run_1/pinout.png
The bar under the picture is 20 um long. Pins as bars across the die edge, other pins in grey.
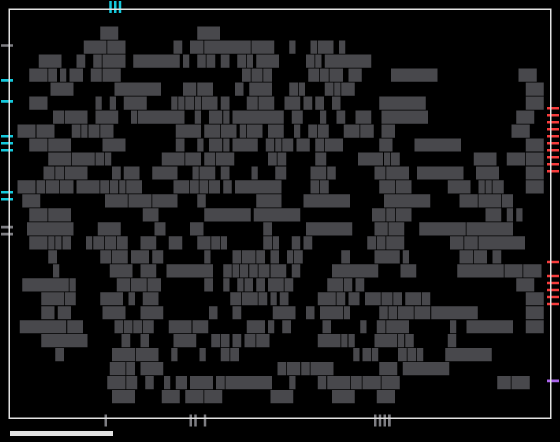
run_1/closeup.png
The bar under the picture is 20 um long. Region (28, 29) to (78, 79) um. Cells in grey, sequential cells in the stronger grey; small squares are vias.
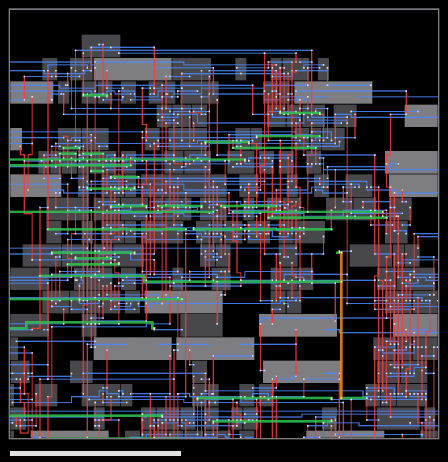
run_1/m1.png
The bar under the picture is 20 um long.
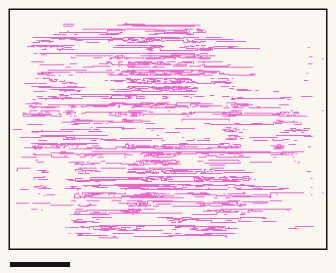
==> config.mk <==
export PLATFORM = sky130hd
export DESIGN_NAME = vga_bounce_pic
export DESIGN_NICKNAME = d
export VERILOG_FILES = /design/src/rtl/vga_bounce_pic_pkg.sv /design/src/rtl/vga_bounce_pic_axis.sv /design/src/rtl/vga_bounce_pic.sv
export SDC_FILE = /design/constraint.sdc
export NUM_CORES = 1
export LEC_CHECK = 0
export CAP_MARGIN = 20
export CORE_ASPECT_RATIO = 0.75
export CORE_UTILIZATION = 40
export DETAILED_ROUTE_END_ITERATION = 8
export PLACE_DENSITY = 0.57
export SLEW_MARGIN = 20
export SYNTH_ARGS = -nofsm -noshare
export SYNTH_HDL_FRONTEND = slang
export SYNTH_SLANG_ARGS = --single-unit
export TNS_END_PERCENT = 10
==> constraint.sdc <==
create_clock -name vga_clk -period 4.7 [get_ports vga_clk]
set_input_delay 0.705 -clock vga_clk [delete_from_list [all_inputs] [get_ports vga_clk]]
set_output_delay 0.705 -clock vga_clk [all_outputs]
set_load 0.1 [all_outputs]
==> src/rtl/vga_bounce_pic_pkg.sv <==
`default_nettype none
// ============================================================================
// Module : vga_bounce_pic_pkg
// Brief  : Shared constants, types and palette lookup for the bouncing-square
//          pixel source (active area size, invalid coordinate, RGB565 colours).
// Rev    : 1.0  initial release
// ============================================================================
package vga_bounce_pic_pkg;

    localparam logic [9:0] H_VALID     = 10'd640;
    localparam logic [9:0] V_VALID     = 10'd480;
    localparam logic [9:0] INVALID_POS = 10'h3FF;

    localparam logic [15:0] RED    = 16'hF800;
    localparam logic [15:0] ORANGE = 16'hFC00;
    localparam logic [15:0] YELLOW = 16'hFFE0;
    localparam logic [15:0] GREEN  = 16'h07E0;
    localparam logic [15:0] CYAN   = 16'h07FF;
    localparam logic [15:0] BLUE   = 16'h001F;
    localparam logic [15:0] PURPLE = 16'hF81F;
    localparam logic [15:0] BLACK  = 16'h0000;
    localparam logic [15:0] WHITE  = 16'hFFFF;

    // Direction of travel along one axis
    typedef enum logic [0:0] {
        MOVE_POS = 1'b0,
        MOVE_NEG = 1'b1
    } dir_t;

    // Square colour sequence, advanced once per bouncing update
    function automatic logic [15:0] palette(input logic [2:0] idx);
        logic [15:0] c;
        case (idx)
            3'd0:    c = RED;
            3'd1:    c = ORANGE;
            3'd2:    c = YELLOW;
            3'd3:    c = GREEN;
            3'd4:    c = CYAN;
            3'd5:    c = BLUE;
            3'd6:    c = PURPLE;
            default: c = BLACK;
        endcase
        return c;
    endfunction

endpackage
`default_nettype wire

==> src/rtl/vga_bounce_pic_axis.sv <==
`default_nettype none
// ============================================================================
// Module : vga_axis_bounce
// Brief  : One axis of the bouncing square. Moves pos by STEP on each update,
//          clamps at 0 / limit and reverses, flagging the bounce.
// Rev    : 1.0  initial release
// ============================================================================
module vga_axis_bounce
    import vga_bounce_pic_pkg::*;
#(
    parameter logic [9:0] STEP = 10'd2
) (
    input  logic        clk,
    input  logic        rst_n,
    input  logic        update,
    input  logic [10:0] limit,
    output logic [9:0]  pos,
    output logic        bounce
);

    dir_t        state;
    dir_t        state_nxt;
    logic [9:0]  pos_nxt;
    logic [10:0] nx;

    // Position and direction registers, restart at 0 heading positive
    always_ff @(posedge clk or negedge rst_n) begin
        if (!rst_n) begin
            state <= MOVE_POS;
            pos   <= 10'd0;
        end else begin
            state <= state_nxt;
            pos   <= pos_nxt;
        end
    end

    // Next position; edge reached exactly is clamped and counts as a bounce
    always_comb begin
        state_nxt = state;
        pos_nxt   = pos;
        bounce    = 1'b0;
        nx        = {1'b0, pos} + {1'b0, STEP};
        if (update) begin
            case (state)
                MOVE_POS: begin
                    if (nx >= limit) begin
                        pos_nxt   = limit[9:0];
                        state_nxt = MOVE_NEG;
                        bounce    = 1'b1;
                    end else begin
                        pos_nxt = nx[9:0];
                    end
                end
                default: begin
                    if (pos <= STEP) begin
                        pos_nxt   = 10'd0;
                        state_nxt = MOVE_POS;
                        bounce    = 1'b1;
                    end else begin
                        pos_nxt = pos - STEP;
                    end
                end
            endcase
        end
    end

endmodule
`default_nettype wire

==> src/rtl/vga_bounce_pic.sv <==
`default_nettype none
// ============================================================================
// Module : vga_bounce_pic
// Brief  : Pixel source drawing a solid square that bounces inside the active
//          area and changes colour on every bounce. RGB565 output, latency 1.
// Rev    : 1.0  initial release
// ============================================================================
module vga_bounce_pic #(
    parameter logic [9:0]  SQ_SIZE   = 10'd32,
    parameter logic [9:0]  STEP      = 10'd2,
    parameter logic [3:0]  FRAME_DIV = 4'd1,
    parameter logic [15:0] BG_COLOR  = 16'hFFFF
) (
    input  logic        vga_clk,
    input  logic        sys_rst_n,
    input  logic [9:0]  pix_x,
    input  logic [9:0]  pix_y,
    output logic [15:0] pix_data
);
    import vga_bounce_pic_pkg::*;

    // A divider of 0 would never fire; run it as every frame instead
    localparam logic [3:0]  DIV     = (FRAME_DIV == 4'd0) ? 4'd1 : FRAME_DIV;
    localparam logic [10:0] X_LIMIT = {1'b0, H_VALID} - {1'b0, SQ_SIZE};
    localparam logic [10:0] Y_LIMIT = {1'b0, V_VALID} - {1'b0, SQ_SIZE};

    logic [3:0]  frame_cnt;
    logic [2:0]  col_idx;
    logic        tick;
    logic        update;
    logic [9:0]  sq_x;
    logic [9:0]  sq_y;
    logic        bounce_x;
    logic        bounce_y;
    logic [10:0] sq_x_end;
    logic [10:0] sq_y_end;
    logic        in_sq;

    // Tick on the last active pixel so moves land in blanking
    always_comb begin
        tick   = (pix_x == H_VALID - 10'd1) && (pix_y == V_VALID - 10'd1);
        update = tick && (frame_cnt == DIV - 4'd1);
    end

    // Frames-per-update divider
    always_ff @(posedge vga_clk or negedge sys_rst_n) begin
        if (!sys_rst_n)
            frame_cnt <= 4'd0;
        else if (update)
            frame_cnt <= 4'd0;
        else if (tick)
            frame_cnt <= frame_cnt + 4'd1;
    end

    vga_axis_bounce #(.STEP(STEP)) u_axis_x (
        .clk    (vga_clk),
        .rst_n  (sys_rst_n),
        .update (update),
        .limit  (X_LIMIT),
        .pos    (sq_x),
        .bounce (bounce_x)
    );

    vga_axis_bounce #(.STEP(STEP)) u_axis_y (
        .clk    (vga_clk),
        .rst_n  (sys_rst_n),
        .update (update),
        .limit  (Y_LIMIT),
        .pos    (sq_y),
        .bounce (bounce_y)
    );

    // One colour step per bouncing update, even when both axes bounce
    always_ff @(posedge vga_clk or negedge sys_rst_n) begin
        if (!sys_rst_n)
            col_idx <= 3'd0;
        else if (bounce_x || bounce_y)
            col_idx <= col_idx + 3'd1;
    end

    // Square hit test with 11-bit upper bounds so the end never wraps
    always_comb begin
        sq_x_end = {1'b0, sq_x} + {1'b0, SQ_SIZE};
        sq_y_end = {1'b0, sq_y} + {1'b0, SQ_SIZE};
        in_sq    = (pix_x >= sq_x) && ({1'b0, pix_x} < sq_x_end) &&
                   (pix_y >= sq_y) && ({1'b0, pix_y} < sq_y_end);
    end

    // Registered pixel colour: black outside the active area
    always_ff @(posedge vga_clk or negedge sys_rst_n) begin
        if (!sys_rst_n)
            pix_data <= 16'h0000;
        else if (pix_x == INVALID_POS || pix_y == INVALID_POS)
            pix_data <= 16'h0000;
        else if (in_sq)
            pix_data <= palette(col_idx);
        else
            pix_data <= BG_COLOR;
    end

endmodule
`default_nettype wire

==> results.yml, run 1 <==
# generated from flow reports
synth:
  postSynthAreaPerCell_sq_um: 8.32
  synthArstFlopShare: 1.00
  top_cells_by_area: "dfrtp_1, ha_1, o21ai_0, a21oi_1, buf_4"
  ys_cells: 383
  yosysTopAreaCell: "dfrtp_1"
  syn_area_sq_um: 3190
  synth_cell_type_count: 62
  yosysSeqAreaShare: 0.243
  yosys.stat.chipArea_sq_um: 3190
  synth_top_area_share: 0.243
  ys.warnings.count: 0
  syn_nets: 449
  edf_count: 0
  yosys_most_used_dff: "dfrtp_1"
timing:
  finalHoldViolations: 0
  drv_slew: 0
  rsz0062_at_grt: "false"
  fin_worst_skew_ns: 0.0145
  fin_crit_ns: 2.69
  fin_crit_sh: 0.573
  hold_ws_ns: 0.475
  slew-limit-headroom: 0.354
  finalSetupViolCount: 0
layout:
  flops: 31
  n_all_buffers: 40
  fillCellCount: 733
  final_cell_mix: "ha_1, clkdlybuf4s50_1, o21ai_0, dfrtp_1, a21oi_1"
  area_growth_pct: 13.5
  clkbuf_count: 6
  fin_nets: 468
  seq_area_sq_um: 776
  antenna_cells: 0
  drive_gt1_frac: 0.0672
  utilization: 0.480
  buf_share: 0.109
  logic_gate_count: 294
  clkCellAreaFrac: 0.0242
  n_all_inverters: 30
global_routing:
  antenna_found_initial: 0
  grtUsageTotal: 0.217
  gr-usage-met2: 0.321
  grt_pass1_wl_um: 14200
die:
  dieArea_sq_um: 8330
  rows: 27
  n_tap_cell: 101
  coreArea_sq_um: 7530
job:
  warning_count: 38
  drv_cap: 0
route:
  firstDrtPassIters: 5
  first_iter_violations: 304
  wl_met2_um: 3420
  routed.top_layer: "met4"
  wire_per_inst_um: 16.7
  drt-met1-wl_um: 4380
  dr_total_vias: 2991
  avgViaCountPerCell: 5.95
  wl_um: 8420
critical_path:
  cp_common_cell: "ha_1"
  crit_type: "flip-flop to flip-flop"
  critPathSlowestCell: "dfrtp_1"
  critPathCaptureType: "flip-flop"
  crit_path_start_kind: "flip-flop"
  path_buffers: 0
  path_delay_family: "AND-OR/OR-AND gates"
  r2r-start: "u_axis_x.pos[5]"
  crit_start: "u_axis_x.pos[5]"
  r2r_cells: 9
  slowest_delay_ns: 0.51
  crit_fanout: 8
  path_cells: "ha_1, and3_1, xnor2_1, ha_1, a211oi_1, o21ai_0, a31oi_1, o2111ai_1, o21a_1"
  cp.arrival_ns: 2.87
place:
  pre_cts_slack_ns: 1.84
  place_inst: 496
clock_tree:
  path_clk_slew_ns: 0.08
  hold_buffers: 0
  clockRootBuffer: "clkbuf_8"
  cts_setup_buffers: 0
  cts_buffers: 5
  cts_buffer_depth: 2
  cts_tree: "yes"
  post_cts_resized: 0
pwr:
  vdd_drop_max_mv: 0.0840
  leakagePower_nw: 1.50
  cellPowerDensity_nw_per_um2: 156
worst_hold_path:
  worstHoldPathCells: 1
  hp-class: "flip-flop to flip-flop"
run_status:
  status: "finished clean"
About pinout.png:
Cyan is pix_x, pins 10, direction input, edge 7 left, 3 top. Purple is sys_rst_n, pins 1, direction input, edge right. Red is pix_data, pins 16, direction output, edge right.
port buffer count: 37
die height: 79.3 um
Die X: 105 um

About closeup.png:
Red is M2. Blue is M1. Green is M3. Orange is M4.
Most frequent: a21oi_1 (12), o21ai_0 (12), dfrtp_1 (12). Sequential cells in the window: 12. Netlist names of flops here include u_axis_x.pos (7), u_axis_y.pos (2). 151 logic cells have their middle in the window.

About m1.png:
The longest straight run is 59.3 um. The layer holds 52% of the routed length. 413 nets have wire on it.

run 1: stage by stage:
| step | instance area (sq um) | total power [mW] |
|---|---|---|
| global placement | 3530 | 0.347 |
| global route | 3620 | 0.587 |
| finish | 3620 | 0.565 |
| CTS | 3620 | 0.570 |
| detailed placement | 3530 | 0.348 |
| floorplan | 3190 | 0.311 |
run 1: final timing paths:
check                      slack [ns]               to
min in group asynchronous        0.82  u_axis_y.pos[7]
max in group asynchronous        3.55  u_axis_x.pos[3]
max reg2reg                      2.01      pix_data[4]
min reg2reg                      0.48     frame_cnt[3]
max                              2.01      pix_data[4]
min                              0.48     frame_cnt[3]
run 1: Yosys cell counts (all sizes together), types with 3 or more instances:
master   count
dfrtp       31
and4         4
nand3       24
ha          44
o2111ai      3
nor3        18
buf         21
nor2b        3
o311ai       4
mux2i        3
and2         3
nand4       15
o31ai        6
a32oi        3
o32ai        3
o21a         5
a22oi        5
o21ai       34
clkbuf       7
a21o         9
xnor2       10
inv         29
or3          3
nor4         3
nor2        16
a211o        4
a21oi       29
and3         4
nand2       16
run 1: flip-flops by register name, summed over array words and instances (netlist names):
register,cells
u_axis_x.pos,9
u_axis_y.pos,9
frame_cnt,4
pix_data,4
col_idx,3
u_axis_x.state,1
u_axis_y.state,1
run 1: cell families after synthesis:
kind of cell | share of synthesized area
compound gates | 0.260
xor+xnor | 0.0275
buf+inv | 0.0911
fa+ha+maj | 0.173
simple gates | 0.195
flops | 0.243
mux | 0.0106
run 1: power breakdown:
part           switching [mW]  internal [mW]  leakage (nW)
sequential           0.000457          0.267         0.350
combinational          0.0429         0.0320          1.11
clock                   0.108          0.115        0.0470
total                   0.151          0.414          1.50
==> run 1 -> run 2 <==
Clock period 4.7 ns to 2.8 ns, I/O delays scaled along.
run_2/ff_map.png
The bar under the picture is 20 um long.
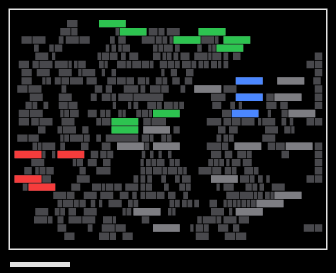
Blue is col_idx, flops 3. Green is u_axis_x.pos, flops 9, where top middle. Red is frame_cnt, flops 4.
Another 15 sequential cells are not coloured.
Seq area share: 0.209
Seq group: 449 uW

run_2/m1.png
The bar under the picture is 20 um long.
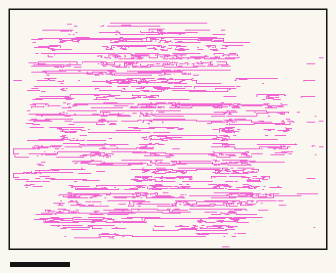
The longest straight run is 35.9 um. The layer holds 50% of the routed length. The layer carries 4310 um of wire. 428 nets have wire on it.

==> run 2 against run 1 <==
Against the previous run: synthesized area is the same; sequential power rose by 68%; largest power group is now the clock network; combinational power grew 66%; utilization up 1.2 points; total power rose by 87%; final cell count rose by 2.8%; design area grew 2.4%; setup slack got worse by 1.8 ns.
==> results.yml, run 2 <==
# generated from flow reports
run_status:
  status: "finished clean"
synth:
  topCombFamilyByArea: "AND-OR/OR-AND gates"
  common_cells: "ha_1, o21ai_0, dfrtp_1"
  yosysSeqAreaShare: 0.243
  synthArstFlopShare: 1.00
  postSynthAreaPerCell_sq_um: 8.32
  ys.warnings.count: 0
  mux_share: 0.0106
  fa_ha_area_frac: 0.173
  synth_top_area_share: 0.243
  top_cells_by_area: "dfrtp_1, ha_1, o21ai_0, a21oi_1, buf_4"
pwr:
  vdd_drop_max_mv: 0.193
  leakagePower_nw: 1.58
  p_total_mw: 1.06
  cellPowerDensity_nw_per_um2: 285
clock_tree:
  cts_tree: "yes"
  path_clk_slew_ns: 0.08
  post_cts_resized: 0
  cts_buffer_depth: 2
layout:
  drive_gt1_frac: 0.137
  utilization: 0.492
  area_growth_pct: 16.2
  final_area_sq_um: 3700
  final_cell_mix: "ha_1, o21ai_0, buf_4, dfrtp_1, a21oi_1"
  top_regs: "u_axis_x.pos (9), u_axis_y.pos (9)"
  fin_nets: 481
global_routing:
  antenna_found_initial: 0
  grtUsageTotal: 0.216
place:
  dpl_cell_area_sq_um: 3590
  io_buffers: 37
  place_inst: 509
die:
  rows: 27
  dieArea_sq_um: 8330
  die_x_um: 105
timing:
  slew-limit-headroom: 0.527
  fin_worst_skew_ns: 0.0129
  finalHoldViolations: 0
  hold_ws_ns: 0.475
  fin_crit_sh: 0.929
critical_path:
  crit_type: "flip-flop to flip-flop"
  reg2reg_slack_ns: 0.20
  slowest_delay_ns: 0.48
  critPathCaptureType: "flip-flop"
job:
  warning_count: 38
  drv_cap: 0
route:
  avgViaCountPerCell: 5.99
  wl_um: 8560
  firstDrtPassIters: 5
[run 2: cell counts after synthesis]
Identical to the previous run, type by type.
[run 2: path summary, 6_finish.rpt]
path,start,end,depth (start not counted)
worst max register to register,u_axis_y.pos[5],pix_data[10],8
worst max-delay path,u_axis_y.pos[5],pix_data[10],8
max in group asynchronous,sys_rst_n,u_axis_x.pos[6],2
min in group asynchronous,sys_rst_n,u_axis_y.pos[2],2
worst min-delay path,frame_cnt[3],frame_cnt[3],1
worst min register to register,frame_cnt[3],frame_cnt[3],1
[run 2: layer usage]
metal	global-route usage	vias to the layer above	routed length [um]
met5	0	-	0
met2	0.327	136	3520
li1	-	1490	-
met3	0.0378	14	640
met1	0.312	1458	4310
met4	0.0606	0	85
[run 2: cells by family after synthesis]
group / Yosys count
AOI/OAI and AO/OA: 123
and+or+nand+nor: 114
muxes: 3
DFF: 31
buffers and inverters: 58
adders and majority gates: 44
xor gates and xnor gates: 10
[run 2: worst max-delay path, delay by kind of cell, from the launching register on]
family / cells / cell delay, ns
flops: 1 / 0.48
fa+ha+maj: 2 / 0.60
xor+xnor: 1 / 0.15
simple gates: 1 / 0.21
compound gates: 4 / 1.05
[run 2: area by class of cell]
class | count | share of cell area
Clock buffer | 6 | 0.0223
Clock inverter | 2 | 0.00946
Inverter | 30 | 0.0304
Multi-Input combinational cell | 294 | 0.573
Sequential cell | 31 | 0.209
Tap cell | 101 | 0.0341
Timing Repair Buffer | 53 | 0.122
[run 2: power breakdown]
part           internal (mW)  leakage [nW]  switching (mW)
registers              0.448         0.350        0.000795
logic                 0.0526          1.17          0.0716
clock network          0.288        0.0612           0.194
total                  0.789          1.58           0.267
==> run 2 -> run 3 <==
Settings changed: CORE_MARGIN from default to 8.
run_3/m1.png
The bar under the picture is 20 um long.
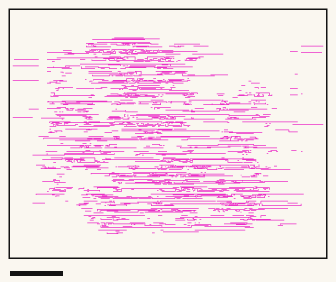
434 nets have wire on it. The layer holds 52% of the routed length. The wires run mostly horizontal. The longest straight run is 39.6 um.

run_3/ff_map.png
The bar under the picture is 20 um long.
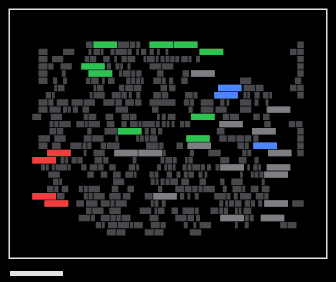
Red is frame_cnt, flops 4. Green is u_axis_x.pos, flops 9. Blue is col_idx, flops 3.
Another 15 sequential cells are not coloured.
Seq area share: 0.211
register area: 776 sq um

==> run 3 against run 2 <==
Against the previous run: global-route usage decreased by 5.6 points; sequential share of layout area increased by 0.14 points; clock skew decreased by 0.0046 ns; largest cell class unchanged; highest routed layer unchanged.
==> results.yml, run 3 <==
# generated from flow reports
route:
  drt-met1-wl_um: 4510
  wire_per_inst_um: 16.9
  wl_met3_um: 671
  dr_total_vias: 3020
  firstDrtPassIters: 4
pwr:
  cellPowerDensity_nw_per_um2: 267
  p_total_uw: 981
  intPower_uw: 724
  comb_power_share: 0.126
  switching_share: 0.262
  clkPwrFrac: 0.416
  vdd_drop_max_mv: 0.162
  pwr-share-seq: 0.458
layout:
  fin_nets: 479
  antenna_cells: 0
  area_growth_pct: 15.5
  final_cell_mix: "ha_1, o21ai_0, dfrtp_1, buf_4, a21oi_1"
global_routing:
  grt_pass1_wl_um: 14400
  grtUsageTotal: 0.160
  antenna_found_initial: 0
clock_tree:
  clockRootBuffer: "clkbuf_8"
  cts_setup_buffers: 0
  path_clk_slew_ns: 0.08
  cts_buffers: 5
  cts_tree: "yes"
critical_path:
  crit_path_start_kind: "flip-flop"
  cp.arrival_ns: 2.73
  reg2reg_slack_ns: 0.24
  crit_type: "flip-flop to flip-flop"
  crit_fanout: 8
timing:
  slew-limit-headroom: 0.539
  fin_crit_sh: 0.915
  fin_crit_ns: 2.56
  drv_slew: 0
  fin_worst_skew_ns: 0.00828
die:
  die_x_um: 119
  rows: 28
  dieArea_sq_um: 11100
worst_hold_path:
  hp-class: "flip-flop to flip-flop"
run_status:
  status: "finished clean"
place:
  pre_cts_slack_ns: 0.204
synth:
  ys.warnings.count: 0
  yosysTopAreaCell: "dfrtp_1"
  postSynthAreaPerCell_sq_um: 8.32
  synth_cell_type_count: 62
  yosys.stat.chipArea_sq_um: 3190
job:
  warning_count: 38
run 3: cell type report:
class                           count  area [sq um]
Sequential cell                    31           776
Clock inverter                      1          7.51
Tap cell                          105           131
Clock buffer                        7          96.3
Timing Repair Buffer               51           435
Fill cell                         795          4130
Multi-Input combinational cell    294          2120
Inverter                           30           113
run 3: kinds of logic (layout without fill, tap and decap cells):
| group | count (synthesis) | after routing | synth area share |
|---|---|---|---|
| flip-flops | 31 | 31 | 0.243 |
| multiplexers | 3 | 3 | 0.0106 |
| AND/OR/NAND/NOR | 114 | 114 | 0.195 |
| AND-OR/OR-AND | 123 | 123 | 0.260 |
| XOR/XNOR | 10 | 10 | 0.0275 |
| adder cells (fa/ha/maj) | 44 | 44 | 0.173 |
| buffers and inverters | 58 | 89 | 0.0911 |
run 3: worst paths after layout:
kind	from	to	cells past startpoint
worst min-delay path	frame_cnt[3]	frame_cnt[3]	1
max in group asynchronous	sys_rst_n	u_axis_x.pos[2]	2
worst max register to register	u_axis_x.pos[5]	pix_data[10]	9
worst min register to register	frame_cnt[3]	frame_cnt[3]	1
worst max-delay path	u_axis_x.pos[5]	pix_data[10]	9
min in group asynchronous	sys_rst_n	u_axis_y.pos[4]	2
run 3: worst max-delay path: stages (launching register included):
cell,delay (ns)
dfrtp_1,0.49
ha_1,0.30
and3_1,0.23
xnor2_1,0.14
ha_1,0.20
a211oi_1,0.21
o21ai_0,0.13
a31oi_1,0.16
o2111ai_1,0.30
o21a_1,0.29
run 3: routing by layer:
metal  GRT usage  up-vias
met5           0        -
met2       0.225       98
met4      0.0357        0
met1       0.234     1424
met3      0.0433        7
li1            -     1491
Power figures rest on the tool's default switching activity, not on a simulated workload.
